congestion_map.png
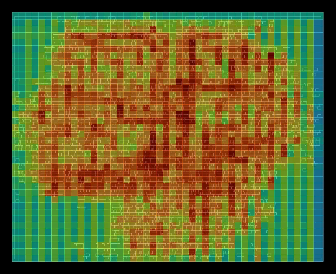
gates.png
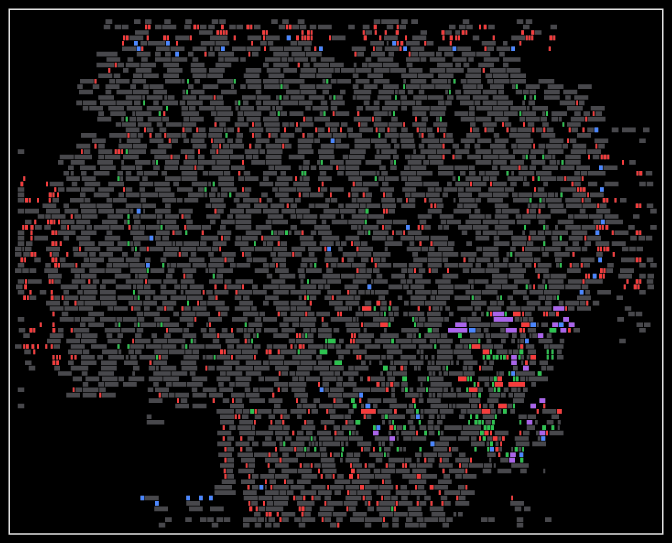
ff_map.png
The bar under the picture is 100 um long. Other sequential cells in the stronger gray, the rest of the logic in the fainter gray.
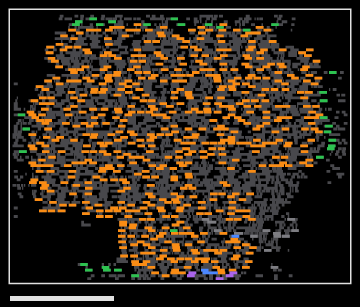
clock_wires.png
The bar under the picture is 100 um long.
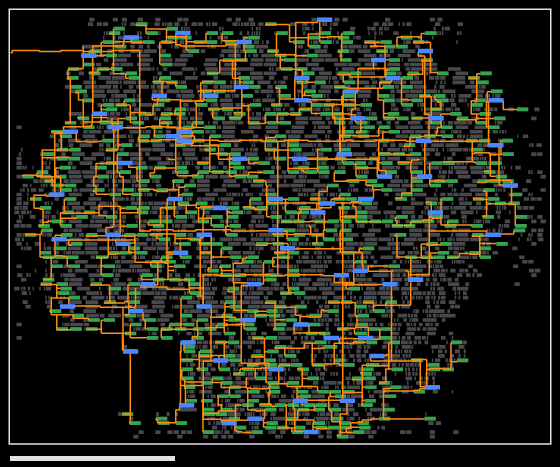
class_map.png
The bar under the picture is 100 um long.
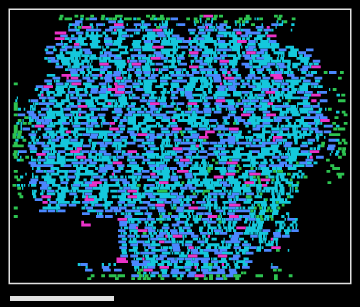
[src/rtl/reorder_buffer_pkg.sv]
// -----------------------------------------------------------------------------
// reorder_buffer_pkg
// Shared widths, zero/boolean constants and entry types for the reorder buffer
// and its rename/commit interface.
// -----------------------------------------------------------------------------
package reorder_buffer_pkg;

    localparam int REG_WIDTH  = 5;
    localparam int ROB_WIDTH  = 4;
    localparam int DATA_WIDTH = 32;

    localparam logic [ROB_WIDTH-1:0]  ZERO_ROB  = '0;
    localparam logic [REG_WIDTH-1:0]  ZERO_REG  = '0;
    localparam logic [DATA_WIDTH-1:0] ZERO_DATA = '0;
    localparam logic                  TRUE      = 1'b1;
    localparam logic                  FALSE     = 1'b0;

    typedef logic [ROB_WIDTH-1:0] rob_tag_t;

    typedef struct packed {
        logic                  valid;
        logic                  ready;
        logic                  is_branch;
        logic                  mispredict;
        logic [REG_WIDTH-1:0]  rd;
        logic [DATA_WIDTH-1:0] value;
    } rob_entry_t;

    typedef struct packed {
        logic                  ready;
        logic [DATA_WIDTH-1:0] value;
    } rob_query_t;

    // Circular pointer increment over 0..depth-1.
    function automatic rob_tag_t ptr_inc(rob_tag_t p, int unsigned depth);
        return (p == rob_tag_t'(depth - 1)) ? ZERO_ROB : p + 1'b1;
    endfunction

endpackage

[src/rtl/reorder_buffer_if.sv]
// -----------------------------------------------------------------------------
// reorder_buffer_if
// Decoder / CDB / register-file side signals of the reorder buffer.
//   master : decoder + CDB driver (drives in_*, observes out_*)
//   slave  : reorder buffer (observes in_*, drives out_*)
// Allocation : in_alloc_valid/rd/is_branch -> out_alloc_tag, out_full
// CDB        : in_cdb_valid/tag/value/mispredict
// Query      : in_query_tag1/2 -> out_query_ready1/2, out_query_value1/2
// Commit     : out_commit_reg_index/rob_tag/value, out_rollback
// -----------------------------------------------------------------------------
interface reorder_buffer_if;
    import reorder_buffer_pkg::*;

    logic                  in_alloc_valid;
    logic [REG_WIDTH-1:0]  in_alloc_rd;
    logic                  in_alloc_is_branch;
    logic [ROB_WIDTH-1:0]  out_alloc_tag;
    logic                  out_full;

    logic                  in_cdb_valid;
    logic [ROB_WIDTH-1:0]  in_cdb_tag;
    logic [DATA_WIDTH-1:0] in_cdb_value;
    logic                  in_cdb_mispredict;

    logic [ROB_WIDTH-1:0]  in_query_tag1;
    logic [ROB_WIDTH-1:0]  in_query_tag2;
    logic                  out_query_ready1;
    logic                  out_query_ready2;
    logic [DATA_WIDTH-1:0] out_query_value1;
    logic [DATA_WIDTH-1:0] out_query_value2;

    logic [REG_WIDTH-1:0]  out_commit_reg_index;
    logic [ROB_WIDTH-1:0]  out_commit_rob_tag;
    logic [DATA_WIDTH-1:0] out_commit_value;
    logic                  out_rollback;

    modport master (
        output in_alloc_valid, in_alloc_rd, in_alloc_is_branch,
        output in_cdb_valid, in_cdb_tag, in_cdb_value, in_cdb_mispredict,
        output in_query_tag1, in_query_tag2,
        input  out_alloc_tag, out_full,
        input  out_query_ready1, out_query_ready2, out_query_value1, out_query_value2,
        input  out_commit_reg_index, out_commit_rob_tag, out_commit_value, out_rollback
    );

    modport slave (
        input  in_alloc_valid, in_alloc_rd, in_alloc_is_branch,
        input  in_cdb_valid, in_cdb_tag, in_cdb_value, in_cdb_mispredict,
        input  in_query_tag1, in_query_tag2,
        output out_alloc_tag, out_full,
        output out_query_ready1, out_query_ready2, out_query_value1, out_query_value2,
        output out_commit_reg_index, out_commit_rob_tag, out_commit_value, out_rollback
    );

endinterface

[src/rtl/reorder_buffer.sv]
// -----------------------------------------------------------------------------
// reorder_buffer
// Circular reorder buffer: hands out rename tags (1..DEPTH, 0 = no tag),
// captures CDB results, retires one entry per cycle in program order onto the
// register-file write-back port and flushes on a mispredicted branch.
// Ports:
//   clk  - rising-edge clock
//   rst  - synchronous reset, active low
//   ena  - global enable; 0 holds all state and suppresses commit/rollback
//   bus  - reorder_buffer_if.slave (allocate, CDB, query, commit, rollback)
// -----------------------------------------------------------------------------
module reorder_buffer
    import reorder_buffer_pkg::*;
#(
    parameter int unsigned DEPTH = 15
) (
    input  logic             clk,
    input  logic             rst,
    input  logic             ena,
    reorder_buffer_if.slave  bus
);

    rob_entry_t            ent_q [DEPTH];
    rob_entry_t            ent_d [DEPTH];
    rob_tag_t              head_q, head_d, tail_q, tail_d, count_q, count_d;
    logic [REG_WIDTH-1:0]  commit_reg_q, commit_reg_d;
    rob_tag_t              commit_tag_q, commit_tag_d;
    logic [DATA_WIDTH-1:0] commit_val_q, commit_val_d;
    logic                  rollback_q, rollback_d;

    rob_entry_t head_ent;
    logic       full, commit_fire, rollback_fire, alloc_fire;
    rob_tag_t   cdb_idx;
    rob_query_t q1, q2;

    // A tag names a live entry only when non-zero, in range and valid.
    function automatic logic tag_live(rob_tag_t tag);
        logic live;
        live = FALSE;
        if (tag != ZERO_ROB && 32'(tag) <= DEPTH)
            live = ent_q[tag - 1'b1].valid;
        return live;
    endfunction

    // Same-cycle CDB broadcast takes precedence over the stored result.
    function automatic rob_query_t lookup(rob_tag_t tag);
        rob_query_t r;
        r.ready = FALSE;
        r.value = ZERO_DATA;
        if (tag_live(tag)) begin
            if (bus.in_cdb_valid && bus.in_cdb_tag == tag) begin
                r.ready = TRUE;
                r.value = bus.in_cdb_value;
            end else if (ent_q[tag - 1'b1].ready) begin
                r.ready = TRUE;
                r.value = ent_q[tag - 1'b1].value;
            end
        end
        return r;
    endfunction

    assign head_ent      = ent_q[head_q];
    assign full          = (count_q == rob_tag_t'(DEPTH));
    assign commit_fire   = ena && head_ent.valid && head_ent.ready;
    assign rollback_fire = commit_fire && head_ent.is_branch && head_ent.mispredict;
    // full is the pre-commit occupancy, so a full buffer never allocates while retiring.
    assign alloc_fire    = ena && bus.in_alloc_valid && !full && !rollback_fire;
    assign cdb_idx       = bus.in_cdb_tag - 1'b1;
    assign q1            = lookup(bus.in_query_tag1);
    assign q2            = lookup(bus.in_query_tag2);

    always_comb begin
        ent_d        = ent_q;
        head_d       = head_q;
        tail_d       = tail_q;
        count_d      = count_q;
        commit_reg_d = ZERO_REG;
        commit_tag_d = ZERO_ROB;
        commit_val_d = ZERO_DATA;
        rollback_d   = FALSE;

        if (commit_fire) begin
            commit_reg_d = head_ent.is_branch ? ZERO_REG : head_ent.rd;
            commit_tag_d = head_q + 1'b1;
            commit_val_d = head_ent.value;
            rollback_d   = rollback_fire;
        end

        if (rollback_fire) begin
            for (int unsigned i = 0; i < DEPTH; i++)
                ent_d[i].valid = FALSE;
            head_d  = '0;
            tail_d  = '0;
            count_d = '0;
        end else begin
            if (ena && bus.in_cdb_valid && tag_live(bus.in_cdb_tag)) begin
                ent_d[cdb_idx].ready      = TRUE;
                ent_d[cdb_idx].value      = bus.in_cdb_value;
                ent_d[cdb_idx].mispredict = bus.in_cdb_mispredict;
            end
            if (commit_fire) begin
                ent_d[head_q].valid = FALSE;
                head_d = ptr_inc(head_q, DEPTH);
            end
            if (alloc_fire) begin
                ent_d[tail_q] = '{valid: TRUE, ready: FALSE,
                                  is_branch: bus.in_alloc_is_branch, mispredict: FALSE,
                                  rd: bus.in_alloc_rd, value: ZERO_DATA};
                tail_d = ptr_inc(tail_q, DEPTH);
            end
            case ({alloc_fire, commit_fire})
                2'b10:   count_d = count_q + 1'b1;
                2'b01:   count_d = count_q - 1'b1;
                default: count_d = count_q;
            endcase
        end
    end

    // With ena=0 the _d values already equal the held state and idle commit outputs.
    always_ff @(posedge clk) begin
        if (!rst) begin
            for (int unsigned i = 0; i < DEPTH; i++)
                ent_q[i] <= '0;
            head_q       <= '0;
            tail_q       <= '0;
            count_q      <= '0;
            commit_reg_q <= ZERO_REG;
            commit_tag_q <= ZERO_ROB;
            commit_val_q <= ZERO_DATA;
            rollback_q   <= FALSE;
        end else begin
            ent_q        <= ent_d;
            head_q       <= head_d;
            tail_q       <= tail_d;
            count_q      <= count_d;
            commit_reg_q <= commit_reg_d;
            commit_tag_q <= commit_tag_d;
            commit_val_q <= commit_val_d;
            rollback_q   <= rollback_d;
        end
    end

    assign bus.out_alloc_tag        = tail_q + 1'b1;
    assign bus.out_full             = full;
    assign bus.out_query_ready1     = q1.ready;
    assign bus.out_query_value1     = q1.value;
    assign bus.out_query_ready2     = q2.ready;
    assign bus.out_query_value2     = q2.value;
    assign bus.out_commit_reg_index = commit_reg_q;
    assign bus.out_commit_rob_tag   = commit_tag_q;
    assign bus.out_commit_value     = commit_val_q;
    assign bus.out_rollback         = rollback_q;

endmodule

[src/flat_wrapper.sv]
// flat-port wrapper written by rule: the top's interface ports become plain ports
module reorder_buffer_flat import reorder_buffer_pkg::*;
#(
    parameter int unsigned DEPTH = 15
)
  (clk, rst, ena, bus_in_alloc_valid, bus_in_alloc_rd, bus_in_alloc_is_branch, bus_in_cdb_valid, bus_in_cdb_tag, bus_in_cdb_value, bus_in_cdb_mispredict, bus_in_query_tag1, bus_in_query_tag2, bus_out_alloc_tag, bus_out_full, bus_out_query_ready1, bus_out_query_ready2, bus_out_query_value1, bus_out_query_value2, bus_out_commit_reg_index, bus_out_commit_rob_tag, bus_out_commit_value, bus_out_rollback);
  reorder_buffer_if bus_i ();
  input  logic clk;
  input  logic rst;
  input  logic ena;
  input wire logic [$bits(bus_i.in_alloc_valid)-1:0] bus_in_alloc_valid;
  input wire logic [$bits(bus_i.in_alloc_rd)-1:0] bus_in_alloc_rd;
  input wire logic [$bits(bus_i.in_alloc_is_branch)-1:0] bus_in_alloc_is_branch;
  input wire logic [$bits(bus_i.in_cdb_valid)-1:0] bus_in_cdb_valid;
  input wire logic [$bits(bus_i.in_cdb_tag)-1:0] bus_in_cdb_tag;
  input wire logic [$bits(bus_i.in_cdb_value)-1:0] bus_in_cdb_value;
  input wire logic [$bits(bus_i.in_cdb_mispredict)-1:0] bus_in_cdb_mispredict;
  input wire logic [$bits(bus_i.in_query_tag1)-1:0] bus_in_query_tag1;
  input wire logic [$bits(bus_i.in_query_tag2)-1:0] bus_in_query_tag2;
  output wire logic [$bits(bus_i.out_alloc_tag)-1:0] bus_out_alloc_tag;
  output wire logic [$bits(bus_i.out_full)-1:0] bus_out_full;
  output wire logic [$bits(bus_i.out_query_ready1)-1:0] bus_out_query_ready1;
  output wire logic [$bits(bus_i.out_query_ready2)-1:0] bus_out_query_ready2;
  output wire logic [$bits(bus_i.out_query_value1)-1:0] bus_out_query_value1;
  output wire logic [$bits(bus_i.out_query_value2)-1:0] bus_out_query_value2;
  output wire logic [$bits(bus_i.out_commit_reg_index)-1:0] bus_out_commit_reg_index;
  output wire logic [$bits(bus_i.out_commit_rob_tag)-1:0] bus_out_commit_rob_tag;
  output wire logic [$bits(bus_i.out_commit_value)-1:0] bus_out_commit_value;
  output wire logic [$bits(bus_i.out_rollback)-1:0] bus_out_rollback;
  assign bus_i.in_alloc_valid = bus_in_alloc_valid;
  assign bus_i.in_alloc_rd = bus_in_alloc_rd;
  assign bus_i.in_alloc_is_branch = bus_in_alloc_is_branch;
  assign bus_i.in_cdb_valid = bus_in_cdb_valid;
  assign bus_i.in_cdb_tag = bus_in_cdb_tag;
  assign bus_i.in_cdb_value = bus_in_cdb_value;
  assign bus_i.in_cdb_mispredict = bus_in_cdb_mispredict;
  assign bus_i.in_query_tag1 = bus_in_query_tag1;
  assign bus_i.in_query_tag2 = bus_in_query_tag2;
  assign bus_out_alloc_tag = bus_i.out_alloc_tag;
  assign bus_out_full = bus_i.out_full;
  assign bus_out_query_ready1 = bus_i.out_query_ready1;
  assign bus_out_query_ready2 = bus_i.out_query_ready2;
  assign bus_out_query_value1 = bus_i.out_query_value1;
  assign bus_out_query_value2 = bus_i.out_query_value2;
  assign bus_out_commit_reg_index = bus_i.out_commit_reg_index;
  assign bus_out_commit_rob_tag = bus_i.out_commit_rob_tag;
  assign bus_out_commit_value = bus_i.out_commit_value;
  assign bus_out_rollback = bus_i.out_rollback;
  reorder_buffer #(.DEPTH(DEPTH)) u_core (.clk(clk), .rst(rst), .ena(ena), .bus(bus_i));
endmodule
[config.mk]
export PLATFORM = sky130hd
export DESIGN_NAME = reorder_buffer_flat
export DESIGN_NICKNAME = d
export VERILOG_FILES = /design/src/rtl/reorder_buffer_pkg.sv /design/src/rtl/reorder_buffer_if.sv /design/src/rtl/reorder_buffer.sv /design/src/flat_wrapper.sv
export SDC_FILE = /design/constraint.sdc
export NUM_CORES = 2
export LEC_CHECK = 0
export CAP_MARGIN = 20
export CORE_ASPECT_RATIO = 0.8
export CORE_MARGIN = 2
export CORE_UTILIZATION = 44
export DETAILED_ROUTE_END_ITERATION = 12
export PLACE_DENSITY = 0.66
export SETUP_SLACK_MARGIN = 0.2
export SLEW_MARGIN = 20
export SYNTH_ARGS = -nofsm -noshare
export SYNTH_HDL_FRONTEND = slang
export SYNTH_SLANG_ARGS = --single-unit
[constraint.sdc]
create_clock -name clk -period 15.8 [get_ports clk]
set_clock_uncertainty 0.2 [all_clocks]
set_input_delay 3.16 -clock clk [delete_from_list [all_inputs] [get_ports clk]]
set_output_delay 3.16 -clock clk [all_outputs]
set_load 0.005 [all_outputs]
==> results_slide.txt <==
Implementation Results

Status
  – Status: completed

Layout
  – Filler Cell Count: around 7300
  – Clk_buf instances: about 96
  – Number of sequential storage elements: about 670
  – Sequential share of cell area: 0.3226
  – Number of flip-flops under the largest register name: slightly above 600
  – FF/Latch Area: roughly 13000 um^2
  – Multi-input gate area: 21980 um^2
  – Post-Layout Cell Count: around 4400
  – Comb area share: 0.5290
  – Non-clock buffer share: 0.05252
  – Area added between synthesis and finish: 12.70%

Floorplan
  – Initial standard-cell utilization of the core: 0.4465
  – Horizontal die size: around 330 um
  – I/O pin total: 169
  – Floorplan row count: 94

Pwr
  – PD cells: approximately 92 nW/um^2
  – Internal power of the cells: 2813 uW
  – Net switching component of the power: around 990 uW
  – Switching fraction of total power: 0.2606
  – Biggest power consumer among the groups: clock

Worst setup path
  – Worst flop-to-flop path endpoint: u_core.ent_q[586]
  – CP top delay family: buffers and inverters
  – Data required, critical path: 12.44 ns
  – Data arrival time of the critical path: 8.40 ns
  – R2R Setup Slk: ~9.4 ns
  – Critical Path End Type: primary output
  – Cell repeated most along the worst path: sky130_fd_sc_hd__buf_4
  – Slowest cell on the critical path: sky130_fd_sc_hd__buf_4
  – CP peak stage delay: ~0.69 ns

Place
  – Cell area after placement: around 39000 um^2
  – Estimated wirelength of the detail-placed design: 73.56 mm

Clock network
  – TritonCTS Sinks: approximately 670
  – Hold-fix buffer count after cts: 0
  – Post-CTS Resized: 0
  – Cell at the root of the clock tree: sky130_fd_sc_hd__clkbuf_16
  – CTS H-Tree Depth: 3
  – Clock Tree Buf Depth: 3
  – Number of clock buffers inserted by TritonCTS: roughly 73

Synthesis
  – AND-OR/OR-AND Cells, Area Fraction: 0.1104
  – Synthesized netlist net count: 3341
  – Synthesized instance count: between 3000 and 4000
  – Area share of xor/xnor cells in the synthesized design: 0.005227
  – Largest area contributor in the synthesized netlist: sky130_fd_sc_hd__dfxtp_1
  – Asr flop ratio synth: 0
  – Area figure in the yosys stat output: between 30000 and 40000 um^2
  – Post-Synthesis Mean Instance Area: 11.28 um^2
  – Adder-cell area share of the yosys netlist: 0.005770
  – Simple-Gate Fraction of Synth Area: 0.09239
  – Most frequently used cell type in the post-synthesis netlist: sky130_fd_sc_hd__dfxtp_1
  – Top area cells in the synthesized netlist: sky130_fd_sc_hd__dfxtp_1, sky130_fd_sc_hd__mux4_2, sky130_fd_sc_hd__mux2i_1, sky130_fd_sc_hd__a22o_1, sky130_fd_sc_hd__nor2_1

Detailed routing
  – First-pass detailed-route iteration total: 7
  – Wire length reported by the detailed router: roughly 130 mm
  – Vias post-DR: 29400
  – Routed length on met2: about 54 mm
  – 1st-iter DRT viols: around 4500

Min path
  – Worst min-delay path category: flip-flop to flip-flop
  – End point of the most critical hold path: u_core.ent_q[121]

Timing
  – Post-layout worst setup margin: just over 4 ns
  – Unrepaired setup endpoints after global routing: no
  – Final cycle utilization of the critical path: 0.7441
  – Worst hold slack: 0.2783 ns
  – Worst slew slack as a fraction of its limit: 0.2070
  – Slew @ Worst Pin: between 1 and 1.5 ns
  – Setup-failing EPs final: 0
  – Highest achievable clock rate: about 0.085 GHz

GRT
  – Met1 Track Usage GR: 0.4288
  – First-pass GRT wire length: between 150 and 200 mm
  – GR Util met3: 0.1007
About congestion_map.png:
core utilization of the finished layout: 0.5032
DR WL/cell: 29.84 um
met2 track utilization from global routing: 0.4133
overall track demand over capacity in global routing: 0.2967

About gates.png:
| family | color | cells | most used |
|---|---|---|---|
| nand cells | green | 197 | nand2_1 |
| and/or cells | blue | 46 | and3_1 |
| xor and xnor cells | purple | 22 | xor2_1 |
| nor cells | red | 560 | nor2_1 |

About ff_map.png:
| name in the netlist | color | placed flops |
|---|---|---|
| `u_core.bus.out_commit_value` | green | 32 |
| `u_core.bus.out_commit_rob_tag` | blue | 4 |
| `u_core.bus.out_commit_reg_index` | purple | 5 |
| `u_core.ent_q` | orange | 615 |
not colored: 13

About clock_wires.png:
[clock-net drivers] blue | count: 73
[clock wires] orange | length: 8880 um
[flip-flops] green | count: 669
routed clock nets: 74
part of the total power dissipated in the clock network: 0.472
Clock group: 1800 uW
clk_lat worst skew: 0.66 ns

About class_map.png:
| class | color | cells | share of their area |
|---|---|---|---|
| remaining logic cells | cyan | 2235 | 55% |
| remaining buffers and delay cells | green | 234 | 5.4% |
| clock drivers and dummy loads | magenta | 129 | 6.2% |
| sequential cells | blue | 669 | 33% |
post-route cell area: 41550 um^2
area of the core: 82560 um^2

Power and IR drop assume default switching activity.
